**Close-up of the layout**

Scale bar: 10 microns. Region (2, 2) to (27, 27) microns. Cells in gray, sequential cells in the stronger gray; small squares are vias.
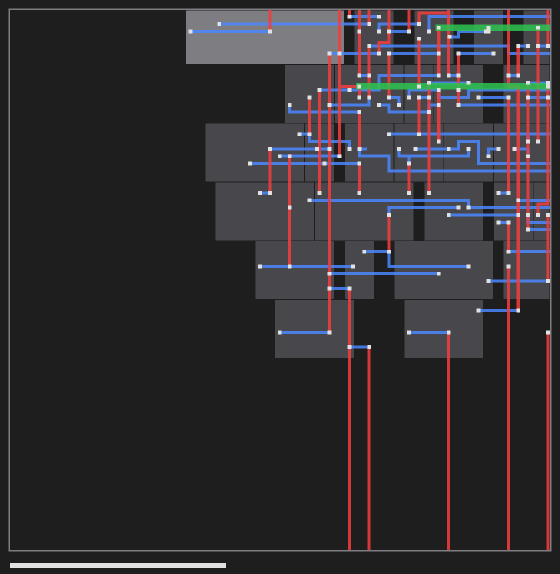
**Sequential cells grouped by signal name**

Scale bar: 20 microns. Other sequential cells in the stronger gray, the rest of the logic in the fainter gray.
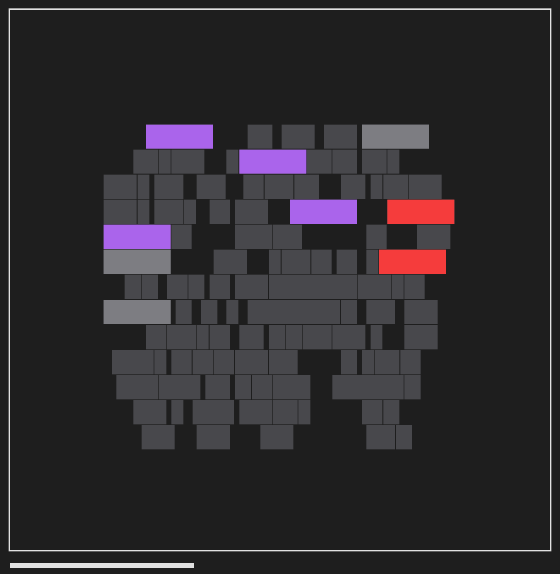
**Routing congestion map**

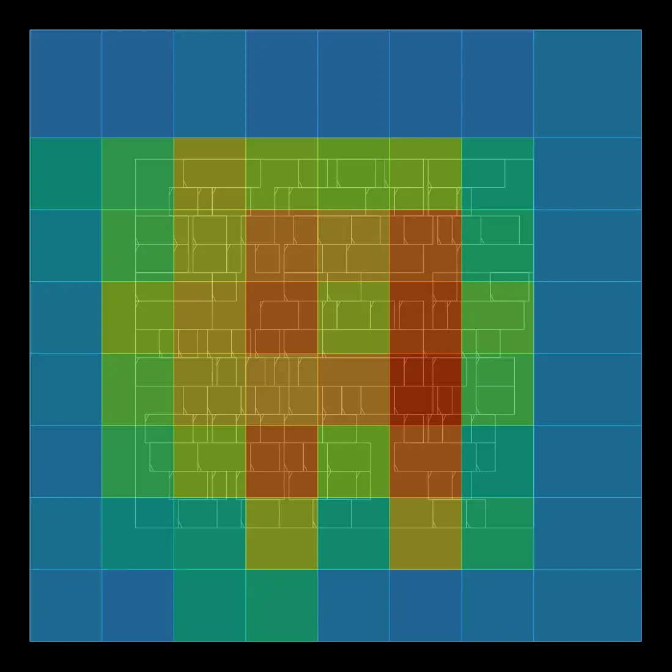
**Gate families picked out**

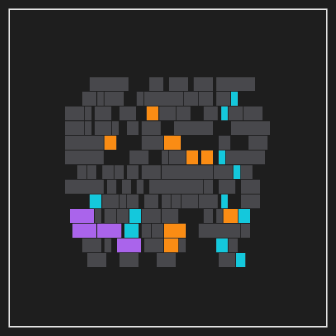
[config.mk]
export PLATFORM = sky130hd
export DESIGN_NAME = mux_sel_arb
export DESIGN_NICKNAME = d
export VERILOG_FILES = /design/src/rtl/mux_sel_arb.sv
export SDC_FILE = /design/constraint.sdc
export NUM_CORES = 1
export LEC_CHECK = 0
export CAP_MARGIN = 20
export CORE_MARGIN = 10
export CORE_UTILIZATION = 55
export DETAILED_ROUTE_END_ITERATION = 10
export HOLD_SLACK_MARGIN = 0.15
export PLACE_DENSITY = 0.82
export REMOVE_ABC_BUFFERS = 1
export SYNTH_ARGS = -nofsm -noshare
export SYNTH_HDL_FRONTEND = slang
export SYNTH_SLANG_ARGS = --single-unit
export TNS_END_PERCENT = 20
[constraint.sdc]
create_clock -name clk -period 6.3 [get_ports clk]
set_clock_uncertainty 0.05 [all_clocks]
set_input_delay 0.945 -clock clk [delete_from_list [all_inputs] [get_ports clk]]
set_output_delay 0.945 -clock clk [all_outputs]
set_load 0.05 [all_outputs]
[src/rtl/mux_sel_arb.sv]
// Round-robin owner arbiter for a 4:1 mux: registered sel/gnt/busy, direct handoff on release.
// Optional forced-release timeout is built when ARB_TIMEOUT_EN is defined (adds the tmo port).
module mux_sel_arb #(
  parameter int TIMEOUT = 15
) (
  input  logic       clk,
  input  logic       rst_n,
  input  logic [3:0] req,
  input  logic       done,
  output logic [1:0] sel,
  output logic [3:0] gnt,
  output logic       busy
`ifdef ARB_TIMEOUT_EN
  ,
  output logic       tmo
`endif
);

  if (TIMEOUT < 2 || TIMEOUT > 15) begin : g_timeout_range
    $error("mux_sel_arb: TIMEOUT must be within 2..15");
  end

  typedef enum logic {IDLE, OWN} state_e;

  state_e     state_q, state_d;
  logic [1:0] ptr_q, ptr_d;
  logic [1:0] sel_q, sel_d;
  logic [3:0] gnt_q, gnt_d;

  logic       timeout_hit;
  logic       release_ev;
  logic [3:0] owner_mask;
  logic [3:0] masked_req;
  logic [1:0] idle_pick;
  logic [1:0] hand_pick;

  // First set bit of r scanning p, p+1, p+2, p+3 (mod 4).
  function automatic logic [1:0] rr_pick(input logic [3:0] r, input logic [1:0] p);
    logic [1:0] idx;
    rr_pick = p;
    for (int i = 3; i >= 0; i--) begin
      idx = p + 2'(i);
      if (r[idx]) rr_pick = idx;
    end
  endfunction

`ifdef ARB_TIMEOUT_EN
  logic [3:0] cnt_q, cnt_d;
  logic       tmo_q, tmo_d;

  // The edge that ends ownership cycle TIMEOUT sees cnt_q == TIMEOUT-1.
  assign timeout_hit = (state_q == OWN) && (cnt_q == 4'(TIMEOUT - 1));
  assign tmo         = tmo_q;
`else
  assign timeout_hit = 1'b0;
`endif

  assign owner_mask = 4'b0001 << sel_q;
  assign masked_req = req & ~owner_mask;
  assign release_ev = (state_q == OWN) && (done || !req[sel_q] || timeout_hit);
  assign idle_pick  = rr_pick(req, ptr_q);
  assign hand_pick  = rr_pick(masked_req, sel_q + 2'd1);

  always_ff @(posedge clk) begin
    if (!rst_n) begin
      state_q <= IDLE;
      ptr_q   <= 2'd0;
      sel_q   <= 2'd0;
      gnt_q   <= 4'd0;
`ifdef ARB_TIMEOUT_EN
      cnt_q   <= 4'd0;
      tmo_q   <= 1'b0;
`endif
    end else begin
      state_q <= state_d;
      ptr_q   <= ptr_d;
      sel_q   <= sel_d;
      gnt_q   <= gnt_d;
`ifdef ARB_TIMEOUT_EN
      cnt_q   <= cnt_d;
      tmo_q   <= tmo_d;
`endif
    end
  end

  always_comb begin
    state_d = state_q;
    case (state_q)
      IDLE:    if (|req) state_d = OWN;
      OWN:     if (release_ev && !(|masked_req) && !req[sel_q]) state_d = IDLE;
      default: state_d = IDLE;
    endcase
  end

  // Next values of the registered outputs; a re-grant simply holds sel/gnt.
  always_comb begin
    ptr_d = ptr_q;
    sel_d = sel_q;
    gnt_d = gnt_q;
    case (state_q)
      IDLE: begin
        if (|req) begin
          sel_d = idle_pick;
          gnt_d = 4'b0001 << idle_pick;
        end
      end
      OWN: begin
        if (release_ev) begin
          ptr_d = sel_q + 2'd1;
          if (|masked_req) begin
            sel_d = hand_pick;
            gnt_d = 4'b0001 << hand_pick;
          end else if (!req[sel_q]) begin
            gnt_d = 4'd0;
          end
        end
      end
      default: begin
        gnt_d = 4'd0;
      end
    endcase
  end

`ifdef ARB_TIMEOUT_EN
  always_comb begin
    tmo_d = timeout_hit;
    cnt_d = cnt_q;
    if (state_q != OWN || release_ev) cnt_d = 4'd0;
    else                               cnt_d = cnt_q + 4'd1;
  end
`endif

  assign sel  = sel_q;
  assign gnt  = gnt_q;
  assign busy = (state_q == OWN);

endmodule

==> results.cfg <==
; generated from flow reports
[run_status]
status = finished, final reports clean

[route]
met2WireLength_microns = 910
first_iter_violations = 20
wl_met1_microns = 885
post-route-drc-count = 0
viasPerCell = 6.31
first_pass_iters = 4
wl_met3_microns = 166
ant_nets = 0
vias = 776
dr.max_layer_used = met3
wl_microns = 1960

[power_and_ir_drop]
powerSeq_mw = 0.0775
switching_share = 0.430
power_frac_clock = 0.174
power.internal_mw = 0.143
p_leak_nw = 0.361
p_comb_mw = 0.130
pwr-share-comb = 0.518
p_sw_mw = 0.108
p_clk_mw = 0.0438
power_leader = combinational logic
seqPwrFrac = 0.308
total_power_mw = 0.252
max-vdd-ir-drop_v = 0.000162
p_per_area_mw_per_mm2 = 260

[sta]
fmax_ghz = 0.346
worst_slack_ps = 3410
tightestPinTransition_ps = 859
hold_viol = 0
finalSetupViolCount = 0
maxSlewViolCount = 0
layout_min_cycle_time_ps = 2890
setup_tns_ps = 0
maxSlewHeadroom = 0.420
finalCritPeriodShare = 0.459
rsz0062_at_grt = false

[yosys]
yosysWarnings = 0
ys_sh_aoi = 0.349
synth_seq_share = 0.220
synth_chip_area_sq_um = 821
synthCells = 95
ys_sh_simple = 0.253
async_flop_share = 0
syn_area_sq_um = 821
edf_count = 0
synthTopCellsByArea = dfxtp_1 (22%), ha_1 (6.1%), nand2b_1 (3.8%)
top_cells_by_count = dfxtp_1 (9), o21ai_0 (6)
synth.most_common_cell = dfxtp_1
yosysTopAreaCellShare = 0.220
synthFlopType = dfxtp_1
synthMuxAreaShare = 0.0564
synth_area_per_cell_sq_um = 8.64
logic_family = AND-OR/OR-AND gates
ys_sh_xor = 0
synthAdderAreaFrac = 0.0610
top_area_cell = dfxtp_1
yosysUniqueCellTypes = 49
yosys_cells = 95
ys_ff = 9

[clock_tree]
postCtsSetupRepairBufs = 0
clockRootBuffer = clkbuf_4
cts-hold-fix-buffers = 0
cts_tree = built
cts_buffers = 3
clk_latency_ps = 260
clockBufferDepth = 2
cts_resized = 0
clk_pin_slew_worst_paths_ps = 60
clock_sinks = 9
htreeDepth = 1

[setup_path]
slowest_delay_ps = 720
cp.depth = 5
reg2reg_slack_ps = 3700
r2r_start = sel[0]
required_ps = 6400
crit_buf_inv = 1
r2r_cells = 5
endpoint = gnt[2]
crit_path_end_kind = flip-flop
crit_path_max_fanout = 6
startpoint_type = input pin
crit_chain = clkdlybuf4s50_1 -> nor2b_1 -> o311ai_0 -> nand4bb_1 -> a311oi_1
path_class = in -> reg
crit_start = req[1]
path_delay_family = AND-OR/OR-AND gates
cp.arrival_ps = 2990
worstReg2RegEnd = gnt[2]
cp_slowest_cell = o311ai_0

[place]
dp.cells = 119
dp_slack_ps = 3180
gp_congestion = 0.939
port_buffers = 13
hpwl_microns = 1500

[cells_and_area]
n_fill_cell = 110
fin_nets = 120
mostFrequentLayoutCell = clkdlybuf4s50_1
seq_area_sq_um = 180
drive_gt1_frac = 0.102
fin_cells = 123
n_antenna_cell = 0
layout.area.comb_sq_um = 591
lay_top_cells = clkdlybuf4s50_1 (13), dfxtp_1 (9), o21ai_0 (6)
area_growth_pct = 18.0

[global_routing]
track_usage = 0.119
top_usage_layer = met2
grt-ovfl-total = 0
grt_pass1_vias = 726
antenna_found_initial = 0
grt_max_degree = 16
grt_pass1_wl_microns = 3410

[floorplanning]
ioPinCount = 14
core_area_sq_mm = 0.00135
fp_util = 0.608
die_h_microns = 58.6
rows = 13
die_area_sq_mm = 0.00344
die_w_microns = 58.6

[worst_hold_path]
min_path_cells = 2
hp-class = reg -> reg
min_to = gnt[1]
min-delay-start = gnt[1]

[run]
warnings = 28
cap_violations = 0
## Picture notes: 'close-up of the layout'
Key: M2 = red; M3 = green; M1 = blue
Netlist names of flops here include sel (1). 25 logic cells have their middle in the window. Most frequent: ha_1 (4), clkdlybuf4s50_1 (4), inv_1 (3). Sequential cells in the window: 1.

## Picture notes: 'sequential cells grouped by signal name'
Key: ptr_q = red [flops 2]; gnt = purple [flops 4]

## Picture notes: 'routing congestion map'
met3 Usage GRT: 0.0494
utilization after layout: 0.717
met2 Track Usage GR: 0.181
wire per inst: 16.0 microns
GRT met1 Usage: 0.159

## Picture notes: 'gate families picked out'
Key: fa/ha/maj cells = purple [cells 4, most used ha_1]; and/or cells = orange [cells 8, most used and2_1, where center]; nor cells = cyan [cells 11, most used nor2_1]

[tightest hold or removal path: stages (launching register included)]
cell      delay (ps)
dfxtp_1          310
nand2_1           50
o221ai_1          90
[final cells by class]
class                           count  share of cell area
Clock buffer                        4              0.0271
Sequential cell                     9               0.186
Inverter                            6              0.0233
Timing Repair Buffer               13               0.134
Multi-Input combinational cell     76               0.610
Tap cell                           15              0.0194
[state kept, by name, indices dropped and copies added (netlist names)]
signal  count
gnt         4
ptr_q       2
sel         2
busy        1
[per-stage QoR]
stage	util	hold slack, ps	instance area [sq um]
floorplan	-	450	793
global placement	0.698	442	942
detailed placement	0.698	446	942
CTS	0.717	459	968
global route	0.717	481	968
finish	0.717	453	968
Power and IR drop assume default switching activity.
